<file path="src/rtl/ahb_sram_arb_pkg.sv">
// rtl/ahb_sram_arb_pkg.sv - shared encodings for the two-master AHB-lite SRAM arbiter
//
// Purpose: AHB transfer/burst codes, per-master request state and master ids
// used by ahb_sram_arb and ahb_sram_req_buf.
package ahb_sram_arb_pkg;

    localparam logic [1:0] HTRANS_IDLE   = 2'b00;
    localparam logic [1:0] HTRANS_NONSEQ = 2'b10;
    localparam logic [2:0] HBURST_SINGLE = 3'b000;

    localparam logic M0 = 1'b0;
    localparam logic M1 = 1'b1;

    typedef enum logic [1:0] {
        MST_IDLE = 2'd0,
        MST_PEND = 2'd1,
        MST_DATA = 2'd2
    } mst_state_t;

endpackage

</file>
<file path="src/rtl/ahb_sram_req_buf.sv">
// rtl/ahb_sram_req_buf.sv - per-master request tracker with one-entry address-phase buffer
//
// Purpose: tracks one master's IDLE/PEND/DATA state, captures a losing
// address phase for replay and generates that master's hready.
// Ports:
//   hclk, hresetn          clock, asynchronous active-low reset
//   i_hsel, i_htrans_act   live select and htrans[1] from the master
//   i_hwrite/hsize/hburst/haddr  live address-phase fields
//   i_s_hreadyout          slave ready
//   i_grant                this master wins the slave this cycle
//   o_req                  live request (masked while stalled)
//   o_pend                 buffered request waiting for a grant
//   o_hwrite/hsize/hburst/haddr  buffered address-phase fields
//   o_hready               hready returned to the master
module ahb_sram_req_buf
    import ahb_sram_arb_pkg::*;
#(
    parameter int AWIDTH = 32
) (
    input  logic              hclk,
    input  logic              hresetn,
    input  logic              i_hsel,
    input  logic              i_htrans_act,
    input  logic              i_hwrite,
    input  logic [2:0]        i_hsize,
    input  logic [2:0]        i_hburst,
    input  logic [AWIDTH-1:0] i_haddr,
    input  logic              i_s_hreadyout,
    input  logic              i_grant,
    output logic              o_req,
    output logic              o_pend,
    output logic              o_hwrite,
    output logic [2:0]        o_hsize,
    output logic [2:0]        o_hburst,
    output logic [AWIDTH-1:0] o_haddr,
    output logic              o_hready
);

    mst_state_t        r_state;
    mst_state_t        w_next;
    logic              w_capture;
    logic              r_hwrite;
    logic [2:0]        r_hsize;
    logic [2:0]        r_hburst;
    logic [AWIDTH-1:0] r_haddr;

    always_ff @(posedge hclk or negedge hresetn) begin
        if (!hresetn) begin
            r_state  <= MST_IDLE;
            r_hwrite <= 1'b0;
            r_hsize  <= 3'd0;
            r_hburst <= 3'd0;
            r_haddr  <= '0;
        end else begin
            r_state <= w_next;
            if (w_capture) begin
                r_hwrite <= i_hwrite;
                r_hsize  <= i_hsize;
                r_hburst <= i_hburst;
                r_haddr  <= i_haddr;
            end
        end
    end

    // State only moves on slave-ready cycles; a wait state freezes everything.
    always_comb begin
        w_next    = r_state;
        w_capture = 1'b0;
        if (i_s_hreadyout) begin
            if (i_grant) begin
                w_next = MST_DATA;
            end else if (o_req) begin
                w_next    = MST_PEND;
                w_capture = 1'b1;
            end else if (r_state == MST_DATA) begin
                w_next = MST_IDLE;
            end
        end
    end

    assign o_hready = (r_state == MST_PEND) ? 1'b0 :
                      (r_state == MST_DATA) ? i_s_hreadyout : 1'b1;
    assign o_req    = i_hsel & i_htrans_act & o_hready;
    assign o_pend   = (r_state == MST_PEND);
    assign o_hwrite = r_hwrite;
    assign o_hsize  = r_hsize;
    assign o_hburst = r_hburst;
    assign o_haddr  = r_haddr;

endmodule

</file>
<file path="src/rtl/ahb_sram_arb.sv">
// rtl/ahb_sram_arb.sv - two-master AHB-lite arbiter in front of the on-chip SRAM slave
//
// Purpose: shares one SRAM slave between instruction fetch (m0) and
// load/store (m1); a losing address phase is buffered and replayed.
// Build option: define AHB_SRAM_ARB_RR_EN for round-robin arbitration,
// otherwise m1 has fixed priority over m0.
// Ports:
//   hclk, hresetn                      clock, asynchronous active-low reset
//   m0_*_i / m1_*_i                    AHB-lite slave-side inputs per master
//   m0_hready_o/hresp_o/hrdata_o (m1)  responses per master
//   s_hsel_o..s_hwdata_o               address/data phase to the SRAM slave
//   s_hready_o                         hready fed back into the slave
//   s_hreadyout_i, s_hresp_i, s_hrdata_i  slave response
module ahb_sram_arb
    import ahb_sram_arb_pkg::*;
#(
    parameter int AWIDTH = 32,
    parameter int DWIDTH = 32
) (
    input  logic              hclk,
    input  logic              hresetn,
    input  logic              m0_hsel_i,
    input  logic [1:0]        m0_htrans_i,
    input  logic              m0_hwrite_i,
    input  logic [2:0]        m0_hsize_i,
    input  logic [2:0]        m0_hburst_i,
    input  logic [AWIDTH-1:0] m0_haddr_i,
    input  logic [DWIDTH-1:0] m0_hwdata_i,
    output logic              m0_hready_o,
    output logic              m0_hresp_o,
    output logic [DWIDTH-1:0] m0_hrdata_o,
    input  logic              m1_hsel_i,
    input  logic [1:0]        m1_htrans_i,
    input  logic              m1_hwrite_i,
    input  logic [2:0]        m1_hsize_i,
    input  logic [2:0]        m1_hburst_i,
    input  logic [AWIDTH-1:0] m1_haddr_i,
    input  logic [DWIDTH-1:0] m1_hwdata_i,
    output logic              m1_hready_o,
    output logic              m1_hresp_o,
    output logic [DWIDTH-1:0] m1_hrdata_o,
    output logic              s_hsel_o,
    output logic [1:0]        s_htrans_o,
    output logic              s_hwrite_o,
    output logic [2:0]        s_hsize_o,
    output logic [2:0]        s_hburst_o,
    output logic [AWIDTH-1:0] s_haddr_o,
    output logic [DWIDTH-1:0] s_hwdata_o,
    output logic              s_hready_o,
    input  logic              s_hreadyout_i,
    input  logic              s_hresp_i,
    input  logic [DWIDTH-1:0] s_hrdata_i
);

    logic              w_req0, w_req1, w_pend0, w_pend1;
    logic              w_grant0, w_grant1;
    logic              w_b0_hwrite, w_b1_hwrite;
    logic [2:0]        w_b0_hsize, w_b1_hsize, w_b0_hburst, w_b1_hburst;
    logic [AWIDTH-1:0] w_b0_haddr, w_b1_haddr;
    logic              w_cand0, w_cand1;
    logic              w_win_vld, w_win_id;
    logic              r_dp_vld, r_dp_own;
    logic              r_lock_vld, r_lock_id;
`ifdef AHB_SRAM_ARB_RR_EN
    logic              r_rr_ptr;
`endif

    ahb_sram_req_buf #(.AWIDTH(AWIDTH)) u_buf0 (
        .hclk(hclk), .hresetn(hresetn),
        .i_hsel(m0_hsel_i), .i_htrans_act(m0_htrans_i[1]), .i_hwrite(m0_hwrite_i),
        .i_hsize(m0_hsize_i), .i_hburst(m0_hburst_i), .i_haddr(m0_haddr_i),
        .i_s_hreadyout(s_hreadyout_i), .i_grant(w_grant0),
        .o_req(w_req0), .o_pend(w_pend0), .o_hwrite(w_b0_hwrite), .o_hsize(w_b0_hsize),
        .o_hburst(w_b0_hburst), .o_haddr(w_b0_haddr), .o_hready(m0_hready_o)
    );

    ahb_sram_req_buf #(.AWIDTH(AWIDTH)) u_buf1 (
        .hclk(hclk), .hresetn(hresetn),
        .i_hsel(m1_hsel_i), .i_htrans_act(m1_htrans_i[1]), .i_hwrite(m1_hwrite_i),
        .i_hsize(m1_hsize_i), .i_hburst(m1_hburst_i), .i_haddr(m1_haddr_i),
        .i_s_hreadyout(s_hreadyout_i), .i_grant(w_grant1),
        .o_req(w_req1), .o_pend(w_pend1), .o_hwrite(w_b1_hwrite), .o_hsize(w_b1_hsize),
        .o_hburst(w_b1_hburst), .o_haddr(w_b1_haddr), .o_hready(m1_hready_o)
    );

    // A stalled master cannot raise a live request, so pend and req never
    // coexist for the same master and at most one buffer is ever occupied.
    assign w_cand0 = w_pend0 | w_req0;
    assign w_cand1 = w_pend1 | w_req1;

    // During wait states the occupied buffer is presented (stable) but not
    // granted. The locked buffer then wins when the slave becomes ready, so
    // an address phase shown through the wait is the one actually taken.
    always_comb begin
        w_win_vld = 1'b0;
        w_win_id  = M0;
        if (s_hreadyout_i) begin
            if (r_lock_vld) begin
                w_win_vld = 1'b1;
                w_win_id  = r_lock_id;
            end else if (w_cand0 && w_cand1) begin
                w_win_vld = 1'b1;
`ifdef AHB_SRAM_ARB_RR_EN
                w_win_id  = r_rr_ptr;
`else
                w_win_id  = M1;
`endif
            end else if (w_cand0 || w_cand1) begin
                w_win_vld = 1'b1;
                w_win_id  = w_cand1 ? M1 : M0;
            end
        end else if (w_pend0 || w_pend1) begin
            w_win_vld = 1'b1;
            w_win_id  = w_pend1 ? M1 : M0;
        end
    end

    assign w_grant0 = s_hreadyout_i & w_win_vld & (w_win_id == M0);
    assign w_grant1 = s_hreadyout_i & w_win_vld & (w_win_id == M1);

    always_comb begin
        s_hsel_o   = 1'b0;
        s_htrans_o = HTRANS_IDLE;
        s_hwrite_o = 1'b0;
        s_hsize_o  = 3'd0;
        s_hburst_o = HBURST_SINGLE;
        s_haddr_o  = '0;
        if (w_win_vld) begin
            s_hsel_o = 1'b1;
            if (w_win_id == M1) begin
                if (w_pend1) begin
                    s_htrans_o = HTRANS_NONSEQ;
                    s_hwrite_o = w_b1_hwrite;
                    s_hsize_o  = w_b1_hsize;
                    s_hburst_o = w_b1_hburst;
                    s_haddr_o  = w_b1_haddr;
                end else begin
                    s_htrans_o = m1_htrans_i;
                    s_hwrite_o = m1_hwrite_i;
                    s_hsize_o  = m1_hsize_i;
                    s_hburst_o = m1_hburst_i;
                    s_haddr_o  = m1_haddr_i;
                end
            end else begin
                if (w_pend0) begin
                    s_htrans_o = HTRANS_NONSEQ;
                    s_hwrite_o = w_b0_hwrite;
                    s_hsize_o  = w_b0_hsize;
                    s_hburst_o = w_b0_hburst;
                    s_haddr_o  = w_b0_haddr;
                end else begin
                    s_htrans_o = m0_htrans_i;
                    s_hwrite_o = m0_hwrite_i;
                    s_hsize_o  = m0_hsize_i;
                    s_hburst_o = m0_hburst_i;
                    s_haddr_o  = m0_haddr_i;
                end
            end
        end
    end

    always_ff @(posedge hclk or negedge hresetn) begin
        if (!hresetn) begin
            r_dp_vld   <= 1'b0;
            r_dp_own   <= M0;
            r_lock_vld <= 1'b0;
            r_lock_id  <= M0;
        end else if (s_hreadyout_i) begin
            r_dp_vld   <= w_win_vld;
            r_dp_own   <= w_win_id;
            r_lock_vld <= 1'b0;
        end else begin
            r_lock_vld <= w_win_vld;
            r_lock_id  <= w_win_id;
        end
    end

`ifdef AHB_SRAM_ARB_RR_EN
    always_ff @(posedge hclk or negedge hresetn) begin
        if (!hresetn) begin
            r_rr_ptr <= M0;
        end else if (s_hreadyout_i && w_win_vld) begin
            r_rr_ptr <= ~w_win_id;
        end
    end
`endif

    assign s_hwdata_o  = !r_dp_vld ? '0 : (r_dp_own == M1) ? m1_hwdata_i : m0_hwdata_i;
    assign m0_hrdata_o = (r_dp_vld && r_dp_own == M0) ? s_hrdata_i : '0;
    assign m1_hrdata_o = (r_dp_vld && r_dp_own == M1) ? s_hrdata_i : '0;
    assign m0_hresp_o  = r_dp_vld & (r_dp_own == M0) & s_hresp_i;
    assign m1_hresp_o  = r_dp_vld & (r_dp_own == M1) & s_hresp_i;
    assign s_hready_o  = s_hreadyout_i;

endmodule

</file>
<file path="config.mk">
export PLATFORM = sky130hd
export DESIGN_NAME = ahb_sram_arb
export DESIGN_NICKNAME = d
export VERILOG_FILES = /design/src/rtl/ahb_sram_arb_pkg.sv /design/src/rtl/ahb_sram_req_buf.sv /design/src/rtl/ahb_sram_arb.sv
export SDC_FILE = /design/constraint.sdc
export NUM_CORES = 1
export LEC_CHECK = 0
export ABC_AREA = 1
export CORE_MARGIN = 2
export CORE_UTILIZATION = 30
export DETAILED_ROUTE_END_ITERATION = 6
export SYNTH_ARGS = -nofsm -noshare
export SYNTH_HDL_FRONTEND = slang
export SYNTH_SLANG_ARGS = --single-unit
export TNS_END_PERCENT = 1
</file>
<file path="constraint.sdc">
create_clock -name hclk -period 3 [get_ports hclk]
set_input_delay 0.9 -clock hclk [delete_from_list [all_inputs] [get_ports hclk]]
set_output_delay 0.9 -clock hclk [all_outputs]
set_load 0.03 [all_outputs]
</file>
==> images/m3.png <==
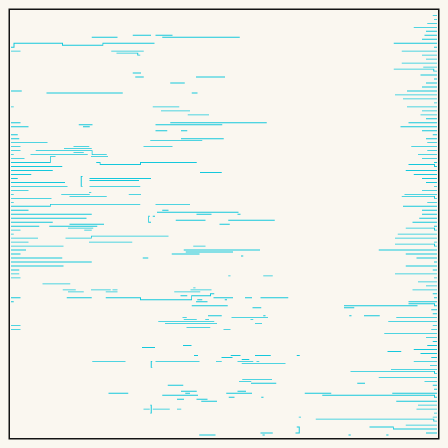
The wires run mostly horizontal. The layer holds 7.6% of the routed length. The longest straight run is 40.3 um.

==> images/congestion_map.png <==
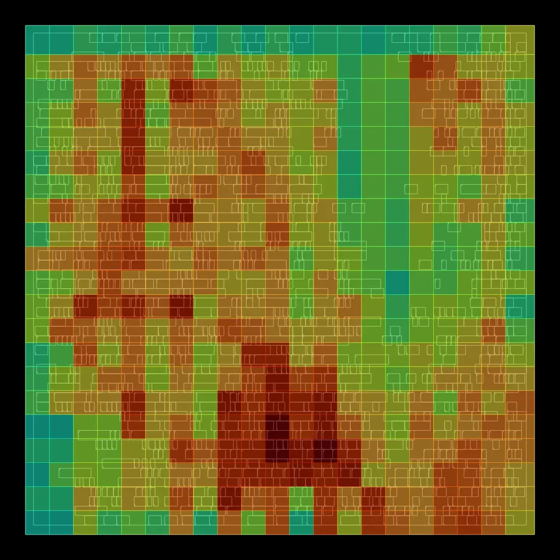
DR WL/cell: 18.9 um
combined global-route utilization of all metal layers: 0.273
met3 Use GR: 0.0547
GRT Max-Usage Layer: met2
Final Util: 0.575

==> images/m4.png <==
Scale bar: 50 um. Supply wires on this layer in gray.
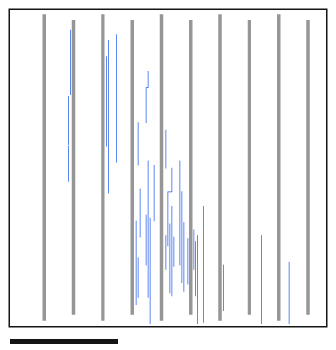
The longest straight run is 70.7 um. 28 nets have wire on it. The layer carries 1060 um of wire. The layer holds 3.4% of the routed length.
DR vias: 8235
wirelength, routed: 31100 um

## flip-flops by register name (all words and copies together), names as in the netlist, 2 cells and up
register         flops
u_buf0.o_hburst      3
u_buf1.o_hburst      3
u_buf0.o_hsize       3
u_buf0.r_state       2
u_buf1.r_state       2
u_buf0.o_haddr      32
u_buf1.o_haddr      32
u_buf1.o_hsize       3
## synth_stat cells (2+ instances only)
cell      number  share of area
inv_2          9         0.0056
nand3_1      187           0.15
a21oi_1       45          0.037
nand2_2        3         0.0031
buf_6          2         0.0037
nand2_1      486           0.30
buf_4         11          0.014
clkbuf_1      38          0.023
o21ai_0        2         0.0016
nor2_1        71          0.044
nand3_2        4         0.0066
inv_1         41          0.025
buf_1          9         0.0056
buf_2         18          0.015
a21oi_2        2         0.0029
dfrtp_1       86           0.35
## cells by family (layout without fill, tap and decap cells)
logic type	after synthesis	after routing	synth area share
flops	86	86	0.354
simple gates	753	753	0.511
compound gates	50	50	0.0428
other cells	0	1	0
buf+inv	129	484	0.0926
## worst paths after layout
kind,from,endpoint,slack (ns),depth (start not counted)
worst min register to register,u_buf1.o_hsize[0]$_DFFE_PN0P_,u_buf1.o_hsize[0]$_DFFE_PN0P_,0.47,2
worst max-delay path,m1_hsel_i,s_haddr_o[31],-0.16,14
worst min-delay path,u_buf1.o_hsize[0]$_DFFE_PN0P_,u_buf1.o_hsize[0]$_DFFE_PN0P_,0.47,2
worst max register to register,u_buf1.r_state[1]$_DFFE_PN0P_,u_buf0.o_haddr[24]$_DFFE_PN0P_,0,21
max in group asynchronous,hresetn,r_dp_vld$_DFFE_PN0P_,1.79,2
min in group asynchronous,hresetn,u_buf0.o_haddr[11]$_DFFE_PN0P_,0.55,1
## worst max-delay path: stages
cell     delay [ns]
buf_6          0.09
nand2_2        0.09
inv_2          0.06
nand3_4        0.09
nand2_2        0.05
nand2_2        0.07
nand2_4        0.05
buf_6          0.13
nand2_8        0.09
buf_12         0.13
buf_12         0.15
nand2_4        0.06
a21oi_4        0.14
buf_12         0.13
## cell type report
class	count	area [um^2]	share of cell area
Multi-Input combinational cell	803	3990	0.347
Antenna cell	1	2.50	0.000217
Sequential cell	86	2150	0.187
Timing Repair Buffer	418	4510	0.392
Clock inverter	5	83.8	0.00728
Clock buffer	10	229	0.0199
Tap cell	270	338	0.0293
Inverter	51	205	0.0178
## per-layer routing
layer,global-route usage,vias up,part of all wire
li1,-,3899,-
met1,0.328,3870,0.37
met2,0.485,400,0.52
met3,0.0547,66,0.076
met4,0.0947,0,0.034
met5,0,-,0
## through the flow
step                      TNS [ns]  area (um^2)  power [uW]  worst slack, ns  utilization
after floorplan              -4.30         6080        5700           -0.144            -
after global placement      -21.89         9580        8240           -0.624        0.478
after detailed placement    -22.65         9580        8270           -0.621        0.478
after CTS                   -16.87        11200       10900           -0.249        0.561
after global routing        -10.82        11500       11800           -0.190        0.575
final                        -6.30        11500       11200           -0.160        0.575
## what timing repair did
| action | CTS | global route |
|---|---|---|
| cloned | 12 | 6 |
| setup buffers | 49 | 5 |
| pin swaps | 28 | 31 |
| setup endpoints to repair | 42 | 153 |
| gates resized | 165 | 75 |
==> results.toml <==
# yosys + openroad results
[run_status]
status = "finished, violations left"
violations = "setup timing"

[worst_setup_path]
worstSetupPathType = "input port to output port"
arrival_ns = 2.26
path_max_fanout = 5
start_kind = "input port"
cp_data_required_time_ns = 2.10
worstSetupEndpointType = "output port"

[global_route]
grt_max_degree = 44
grt_antenna_before_repair = 1
grt_pass1_wl_um = 45600
grt_pass1_vias = 7728
grt.overflow.total = 0

[final_timing]
hold_slack_ns = 0.471
layout_setup_ws_ns = -0.160
worst_pin_slew_ns = 0.602
finalHoldViolations = 0
grt_setup_unrepaired = "true"
post-route-min-period_ns = 3.16
finClkSkew_ns = 0.00614
setup_viol = 76
relSlewSlack = 0.598
maxSlewViolCount = 0
finalCritPeriodShare = 1.05
fmax_mhz = 316

[placed_design]
post-dp-hpwl_um = 20100
globalplace.congestion = 0.866
dp_cells = 1569
port_buffers = 326

[finish]
drive_above_1_share = 0.280
mostFrequentLayoutCells = "nand2_1, clkdlybuf4s50_1, nand3_1"
layout.nets = 1553
finalNonFillerCells = 1644
area_delta_synth_final_pct = 89.5
lay_top_count = "nand2_1"
nFillCells = 1839

[pwr]
p_switching_uw = 5580
pwr-share-seq = 0.186
pg_comb_uw = 7930
powerDensity_mw_per_mm2 = 976
p_clk_frac = 0.108
intPower_uw = 5660
ir_drop_uv = 523
p_leak_uw = 0.00586
p_comb_frac = 0.706
powerClk_uw = 1220
pg_seq_uw = 2090
power-top-group = "combinational cells"
p_sw_frac = 0.497

[floorplan]
die_w_um = 146
ioPinCount = 327
chipArea_mm2 = 0.0214
die_h_um = 146
design.core.area_mm2 = 0.0200
rows = 52
initial_utilization = 0.303

[job]
cap_violations = 0
tool_warnings = 29

[yosys]
synthArstFlopShare = 1.00
synthCells = 1018
ys_chip_area_mm2 = 0.00608
edf_count = 0
dominantRegCellSynth = "dfrtp_1"
mappedNetlistArea_mm2 = 0.00608
yosysUniqueCellTypes = 20
numSynthFlops = 86
ys_warn_count = 0
synth_stat.cells = 1018
synth_seq_share = 0.354
syn_avg_cell_area_um2 = 5.97
floorplan.nets = 1202

[cts]
htreeDepth = 3
cts_hold_buf = 0
clk_latency_ns = 0.35
clockBufferDepth = 2
root_buffer = "clkbuf_16"
cts_tree = "done"
clock_sinks = 86
cts_made_buffers = 9
clk_pin_slew_ns = 0.07

[route]
drc = 0
drtIter0Drc = 583
first_pass_iters = 5
drtAntennaViolNets = 0
vias_per_cell = 5.01

[worst_hold_path]
hp-class = "flip-flop to flip-flop"
Power is estimated from default activity; no workload was simulated.
